util_map.png
Drawn at 3 px/um. The die is cut into 9 by 7 equal tiles; white is low, dark blue is high, 0 to 100% covered.
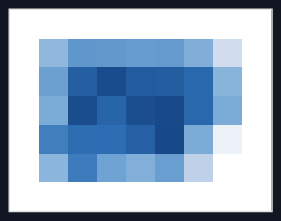
congestion_map.png
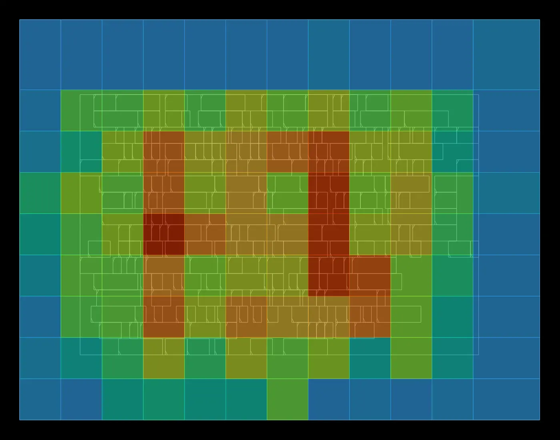
clock_wires.png
Drawn at 6 px/um.
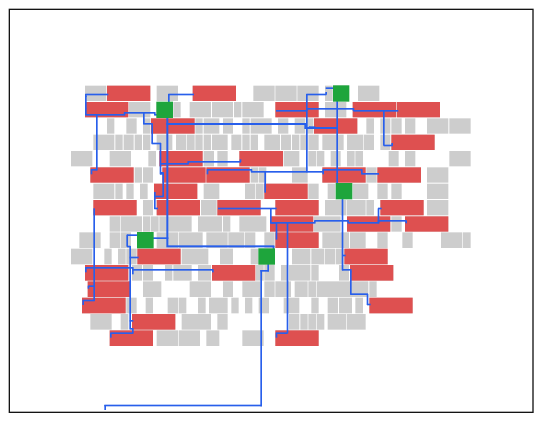
==> src/rtl/lcd_pkg.sv <==
// lcd_pkg: shared definitions for the HD44780 read/write controllers.
//   - lcdState_t : read-cycle sequencer states
//   - DEF_T_*    : default bus timing, in clock cycles
//   - CMD_*      : HD44780 command bytes used by the write sequencer
//   - BF_BIT     : busy-flag bit position in a status read
//   - maxInt     : helper for sizing the shared cycle timer
package lcd_pkg;

    typedef enum logic [2:0] {
        IDLE    = 3'd0,
        SETUP   = 3'd1,
        EN_HI   = 3'd2,
        HOLD    = 3'd3,
        RECOVER = 3'd4,
        DONE    = 3'd5
    } lcdState_t;

    localparam int DEF_T_AS  = 2;
    localparam int DEF_T_EN  = 12;
    localparam int DEF_T_H   = 2;
    localparam int DEF_T_REC = 10;

    localparam logic [7:0] CMD_FUNCTION_SET = 8'h38;
    localparam logic [7:0] CMD_DISPLAY_ON   = 8'h0C;
    localparam logic [7:0] CMD_CLEAR        = 8'h01;
    localparam logic [7:0] CMD_ENTRY_MODE   = 8'h06;
    localparam logic [7:0] CMD_LINE1_ADDR   = 8'h80;
    localparam logic [7:0] CMD_LINE2_ADDR   = 8'hC0;

    localparam int BF_BIT = 7;

    function automatic int maxInt(input int a, input int b);
        return (a > b) ? a : b;
    endfunction

endpackage

==> src/rtl/lcd_cycle_timer.sv <==
// lcd_cycle_timer: loadable down-counter shared by the LCD bus sequencers.
//   clk, reset : clock and synchronous active-high reset (count -> 0)
//   load       : load loadVal this cycle (takes priority over counting)
//   loadVal    : value loaded; a state lasting N cycles loads N-1
//   expired    : count has reached 0; the counter parks there
module lcd_cycle_timer #(
    parameter int WIDTH = 5
) (
    input  logic             clk,
    input  logic             reset,
    input  logic             load,
    input  logic [WIDTH-1:0] loadVal,
    output logic             expired
);

    logic [WIDTH-1:0] count;

    always_ff @(posedge clk) begin
        if (reset) begin
            count <= '0;
        end else if (load) begin
            count <= loadVal;
        end else if (count != '0) begin
            count <= count - WIDTH'(1);
        end
    end

    assign expired = (count == '0);

endmodule

==> src/rtl/lcd_read_controller.sv <==
// lcd_read_controller: one HD44780 8-bit read cycle (RW=1) per request.
//   clk, reset   : clock, synchronous active-high reset
//   iStart       : read request, sampled only while idle
//   iRS          : 0 = busy flag / address counter, 1 = data byte
//   iPoll        : re-read status until BF clears (LCD_BF_POLL_EN only)
//   LCD_DATA_IN  : data pins from the top-level tristate buffer
//   oDATA        : last byte read
//   oBUSY/oADDR  : bit 7 / bits 6:0 of the last status (RS=0) read
//   oTIMEOUT     : poll gave up with BF still set (LCD_BF_POLL_EN only)
//   LCD_DONE     : one-cycle completion pulse
//   oBUS_OWN     : top-level mux select, high from SETUP through RECOVER
//   LCD_RW/EN/RS : LCD control pins
// Optional feature: define LCD_BF_POLL_EN to enable busy-flag polling.
import lcd_pkg::*;

module lcd_read_controller #(
    parameter int T_AS     = DEF_T_AS,
    parameter int T_EN     = DEF_T_EN,
    parameter int T_H      = DEF_T_H,
    parameter int T_REC    = DEF_T_REC,
    parameter int POLL_MAX = 255
) (
    input  logic       clk,
    input  logic       reset,
    input  logic       iStart,
    input  logic       iRS,
    input  logic       iPoll,
    input  logic [7:0] LCD_DATA_IN,
    output logic [7:0] oDATA,
    output logic       oBUSY,
    output logic [6:0] oADDR,
    output logic       oTIMEOUT,
    output logic       LCD_DONE,
    output logic       oBUS_OWN,
    output logic       LCD_RW,
    output logic       LCD_EN,
    output logic       LCD_RS
);

    localparam int T_MAX = maxInt(maxInt(T_AS, T_EN), maxInt(T_H, T_REC));
    localparam int CNT_W = $clog2(T_MAX) + 1;

    localparam logic [CNT_W-1:0] LD_AS  = CNT_W'(T_AS - 1);
    localparam logic [CNT_W-1:0] LD_EN  = CNT_W'(T_EN - 1);
    localparam logic [CNT_W-1:0] LD_H   = CNT_W'(T_H - 1);
    localparam logic [CNT_W-1:0] LD_REC = CNT_W'(T_REC - 1);

    lcdState_t        state;
    logic             rsLat;
    logic [7:0]       capture;
    logic             tmrLoad;
    logic [CNT_W-1:0] tmrLoadVal;
    logic             tmrExpired;
    // High when a status read must be repeated because BF was still set.
    logic             repoll;

    lcd_cycle_timer #(
        .WIDTH(CNT_W)
    ) uTimer (
        .clk    (clk),
        .reset  (reset),
        .load   (tmrLoad),
        .loadVal(tmrLoadVal),
        .expired(tmrExpired)
    );

    // The timer is reloaded on every state entry with the new state's length.
    always_comb begin
        tmrLoad    = 1'b0;
        tmrLoadVal = '0;
        case (state)
            IDLE: begin
                if (iStart) begin
                    tmrLoad    = 1'b1;
                    tmrLoadVal = LD_AS;
                end
            end
            SETUP: begin
                if (tmrExpired) begin
                    tmrLoad    = 1'b1;
                    tmrLoadVal = LD_EN;
                end
            end
            EN_HI: begin
                if (tmrExpired) begin
                    tmrLoad    = 1'b1;
                    tmrLoadVal = LD_H;
                end
            end
            HOLD: begin
                if (tmrExpired) begin
                    tmrLoad    = 1'b1;
                    tmrLoadVal = repoll ? LD_AS : LD_REC;
                end
            end
            default: ;
        endcase
    end

    // Outputs are registered and change on the same edge as the state, so
    // RS/RW are already stable a full T_AS before EN rises and stay put
    // until T_H after it falls.
    always_ff @(posedge clk) begin
        if (reset) begin
            state    <= IDLE;
            rsLat    <= 1'b0;
            capture  <= 8'h00;
            oDATA    <= 8'h00;
            oBUSY    <= 1'b0;
            oADDR    <= 7'h00;
            LCD_DONE <= 1'b0;
            oBUS_OWN <= 1'b0;
            LCD_RW   <= 1'b0;
            LCD_EN   <= 1'b0;
            LCD_RS   <= 1'b0;
        end else begin
            LCD_DONE <= 1'b0;
            case (state)
                IDLE: begin
                    if (iStart) begin
                        state    <= SETUP;
                        rsLat    <= iRS;
                        LCD_RS   <= iRS;
                        LCD_RW   <= 1'b1;
                        oBUS_OWN <= 1'b1;
                    end
                end
                SETUP: begin
                    if (tmrExpired) begin
                        state  <= EN_HI;
                        LCD_EN <= 1'b1;
                    end
                end
                EN_HI: begin
                    // Sample on the edge that drops EN: the last EN-high cycle.
                    if (tmrExpired) begin
                        state   <= HOLD;
                        LCD_EN  <= 1'b0;
                        capture <= LCD_DATA_IN;
                    end
                end
                HOLD: begin
                    if (tmrExpired) begin
                        if (repoll) begin
                            // Back-to-back status read: RS/RW/bus stay held.
                            state <= SETUP;
                        end else begin
                            state  <= RECOVER;
                            LCD_RW <= 1'b0;
                            LCD_RS <= 1'b0;
                        end
                    end
                end
                RECOVER: begin
                    if (tmrExpired) begin
                        state    <= DONE;
                        oBUS_OWN <= 1'b0;
                        LCD_DONE <= 1'b1;
                        oDATA    <= capture;
                        if (!rsLat) begin
                            oBUSY <= capture[BF_BIT];
                            oADDR <= capture[6:0];
                        end
                    end
                end
                DONE: begin
                    state <= IDLE;
                end
                default: begin
                    state <= IDLE;
                end
            endcase
        end
    end

`ifdef LCD_BF_POLL_EN
    localparam int PC_W = $clog2(POLL_MAX + 1);
    // Count value reached once POLL_MAX reads have been made.
    localparam logic [PC_W-1:0] POLL_LAST = PC_W'(POLL_MAX - 1);

    logic            pollLat;
    logic [PC_W-1:0] pollCnt;
    logic            timeoutPend;
    logic            bfSeen;

    assign bfSeen = pollLat && !rsLat && capture[BF_BIT];
    assign repoll = bfSeen && (pollCnt != POLL_LAST);

    always_ff @(posedge clk) begin
        if (reset) begin
            pollLat     <= 1'b0;
            pollCnt     <= '0;
            timeoutPend <= 1'b0;
            oTIMEOUT    <= 1'b0;
        end else begin
            case (state)
                IDLE: begin
                    pollCnt     <= '0;
                    timeoutPend <= 1'b0;
                    if (iStart) begin
                        pollLat <= iPoll;
                    end
                end
                HOLD: begin
                    if (tmrExpired && bfSeen) begin
                        if (pollCnt != POLL_LAST) begin
                            pollCnt <= pollCnt + PC_W'(1);
                        end else begin
                            timeoutPend <= 1'b1;
                        end
                    end
                end
                RECOVER: begin
                    if (tmrExpired) begin
                        oTIMEOUT <= timeoutPend;
                    end
                end
                default: ;
            endcase
        end
    end
`else
    logic unusedPoll;

    assign repoll     = 1'b0;
    assign oTIMEOUT   = 1'b0;
    assign unusedPoll = iPoll ^ (POLL_MAX == 0);
`endif

endmodule

==> config.mk <==
export PLATFORM = sky130hd
export DESIGN_NAME = lcd_read_controller
export DESIGN_NICKNAME = d
export VERILOG_FILES = /design/src/rtl/lcd_pkg.sv /design/src/rtl/lcd_cycle_timer.sv /design/src/rtl/lcd_read_controller.sv
export SDC_FILE = /design/constraint.sdc
export NUM_CORES = 1
export LEC_CHECK = 0
export CAP_MARGIN = 10
export CORE_ASPECT_RATIO = 0.7
export CORE_MARGIN = 10
export CORE_UTILIZATION = 52
export CTS_BUF_LIST = sky130_fd_sc_hd__clkbuf_4
export CTS_CLUSTER_SIZE = 28
export DETAILED_ROUTE_END_ITERATION = 10
export PLACE_DENSITY = 0.85
export SYNTH_ARGS = -nofsm -noshare
export SYNTH_HDL_FRONTEND = slang
export SYNTH_HIERARCHICAL = 1
export SYNTH_SLANG_ARGS = --single-unit
==> constraint.sdc <==
create_clock -name clk -period 2.8 [get_ports clk]
set_input_delay 0.42 -clock clk [delete_from_list [all_inputs] [get_ports clk]]
set_output_delay 0.42 -clock clk [all_outputs]
set_load 0.02 [all_outputs]
==> metrics.yaml <==
route:
  routed_wirelength_mm: 3.98
  drc: 0
  drt_iter0_drc: 133
  drt.antenna.violating_nets: 0
  dr.pass1.iters: 4
  vias: 1408
  vias_per_cell: 5.46
synthesis:
  synthesis.area_mm2: 0.00164
  synth_cell_type_count: 40
  ys_cells: 192
  yosysChipArea_mm2: 0.00164
  async_flop_share_pct: 0
  postSynthSeqShare_pct: 46.5
  synth-xor-area-share_pct: 1.07
  simple_gate_area_share_pct: 27.1
  mux_share_pct: 0
  synthCells: 192
  ys_sh_aoi_pct: 17.2
  yosys_register_bits: 38
  edf_count: 0
  adder_share_pct: 0.765
  dominantRegCellSynth: "dfxtp_1"
  topCombFamilyByArea: "simple AND/OR/NAND/NOR gates"
  yosysWarnings: 6
  synth_area_per_cell_um2: 8.52
job:
  max_cap_violations: 0
  warning_count: 27
cells_and_area:
  largestClassByArea: "combinational gates"
  seq_area_um2: 761
  fin_nets: 235
  clk_share_pct: 2.69
  logic_area_um2: 767
  area_delta_synth_final_pct: 22.2
  reg_top3: "capture (8), oDATA (8), oADDR (7)"
  nNonClkInverters: 6
  sh_seq_area_pct: 38.0
  design_area_mm2: 0.00200
  n_antenna_cell: 0
  n_all_buffers: 36
  fillCellCount: 214
  bufAreaShareNonClock_pct: 17.5
  comb_area_share_pct: 38.4
  design.seq.count: 38
  n_clock_buffer: 6
  drive_gt1_share_pct: 8.56
  mostFrequentLayoutCells: "41 x nand2_1, 38 x dfxtp_1, 33 x a21oi_1, 32 x clkdlybuf4s50_1, 11 x o21ai_0"
  lay_top_count: "nand2_1"
  logic_gate_count: 134
  finalNonFillerCells: 258
critical_path:
  worst_setup_path_start_kind: "register"
  endpoint_kind: "register"
  path_cells: "inv_1 > ha_1 > nor4b_4 > buf_4 > nand4bb_1 > o21ai_0 > a21oi_1"
  crit_family: "simple AND/OR/NAND/NOR gates"
  cp_num_buf_inv: 2
  required_ns: 3.02
  path_max_fanout: 18
  arrival_ns: 2.61
  critical_path_class: "reg -> reg"
  critPathMaxStageDelay_ns: 0.61
  critPathSlowestCell: "nand4bb_1"
die:
  taps: 36
  ioPinCount: 35
  die_width_um: 87.1
  fp-row-count: 16
  die_area_mm2: 0.00583
  die_height_um: 66.9
placed_design:
  placed_cell_area_mm2: 0.00195
  portBuffers: 32
  dp_hpwl_mm: 2.87
  gp_congestion: 0.783
  dpl.cell_count: 250
power:
  power.density_mw_per_mm2: 759
  ir_drop_uv: 489
  power_frac_seq_pct: 46.6
  swShare_pct: 36.3
  power_switching_uw: 551
  power_leakage_uw: 0.000684
  combPwrFrac_pct: 34.8
  internal_power_uw: 966
clock_tree:
  postCtsSetupRepairBufs: 0
  hold_buffers: 0
  path_clk_slew_ns: 0.11
  h-tree-depth: 2
  root_buffer: "clkbuf_4"
  cts_max_path_buffers: 2
  cts_tree: "built"
  cts-resized-gates: 0
  cts_buffers: 5
  cts.sinks: 38
global_route:
  grt-ovfl-total: 0
  grt_antenna_before_repair: 0
  grt_pass1_wl_mm: 6.22
  grt_pass1_vias: 1260
  grt_max_degree: 26
timing:
  relSlewSlack_pct: 50.4
  min_period_over_period_pct: 85.5
  finalCriticalPeriod_ns: 2.39
  setup_viol: 0
  slew_viol_final: 0
  tightest_slew_ns: 0.739
  max_freq_ghz: 0.418
  tns_ns: 0
  rsz0062_at_grt: "false"
  report.final.hold_viol_count: 0
run_status:
  status: "complete, no violations"
min_path:
  hp-class: "reg -> reg"
Back to the opening pictures, util_map.png:
nearly empty tiles = 46%
mean over tiles = 34%
emptiest ninth of the die = south-east
core area: 0.00290 mm2
Finished Core Util: 68.9%
floorplan utilization: 56.4%

Back to the opening pictures, congestion_map.png:
drt wl/cell: 15.4 um
layer with the highest usage: met2
GRT Overall Usage: 13.3%
GR Util met1: 17.1%

Back to the opening pictures, clock_wires.png:
green -> clock-net drivers  # count 5
blue -> clock wires  # length 460 um
red -> flip-flops  # count 38
routed clock nets = 6
Power Clock: 282 uW
clk_lat worst skew: 0.35 ns
Setup Skew: 0.00591 ns
Clk network pwr share: 18.6%

## power by group through the flow
| stage | Sequential, uW | Clock (uW) | Combinational, uW |
|---|---|---|---|
| 2_1_floorplan | 689 | 0 | 408 |
| 3_3_place_gp | 708 | 0 | 491 |
| 3_5_place_dp | 716 | 0 | 519 |
| 4_1_cts | 705 | 286 | 523 |
| 5_1_grt | 719 | 307 | 579 |
| 6_report | 707 | 282 | 528 |
## path summary, 6_finish.rpt
path	slack, ns	start	end	cells after the start
min	0.47	oDATA[1]	oDATA[1]	2
max	0.41	uTimer/count[0]	oBUSY	7
max reg2reg	0.41	uTimer/count[0]	oBUSY	7
min reg2reg	0.47	oDATA[1]	oDATA[1]	2
## routing by layer
metal	global-route usage, %	vias up	share of wire (%)
li1	-	711	-
met1	17.1	652	44
met2	19.0	40	46
met3	5.35	5	9.1
met4	6.05	0	1.1
met5	0	-	0
## Yosys cell counts (all sizes together), types with 3 or more instances
| library cell | count | area (um2) |
|---|---|---|
| nor2 | 7 | 26.3 |
| a21oi | 34 | 174 |
| o21ai | 11 | 55.1 |
| dfxtp | 38 | 761 |
| inv | 6 | 22.5 |
| buf | 11 | 73.8 |
| nand3b | 8 | 60.1 |
| nand2 | 41 | 154 |
| clkbuf | 5 | 20.0 |
| nand2b | 3 | 18.8 |
## through the flow
step	util (%)	total power [uW]	hold slack, ns	setup WS (ns)
5_1_grt	68.9	1600	0.490	0.217
4_1_cts	68.9	1510	0.471	0.401
3_3_place_gp	67.0	1200	0.445	0.550
6_report	68.9	1520	0.468	0.407
3_5_place_dp	67.0	1240	0.456	0.420
2_1_floorplan	-	1100	0.445	0.501
Power and IR drop assume default switching activity.
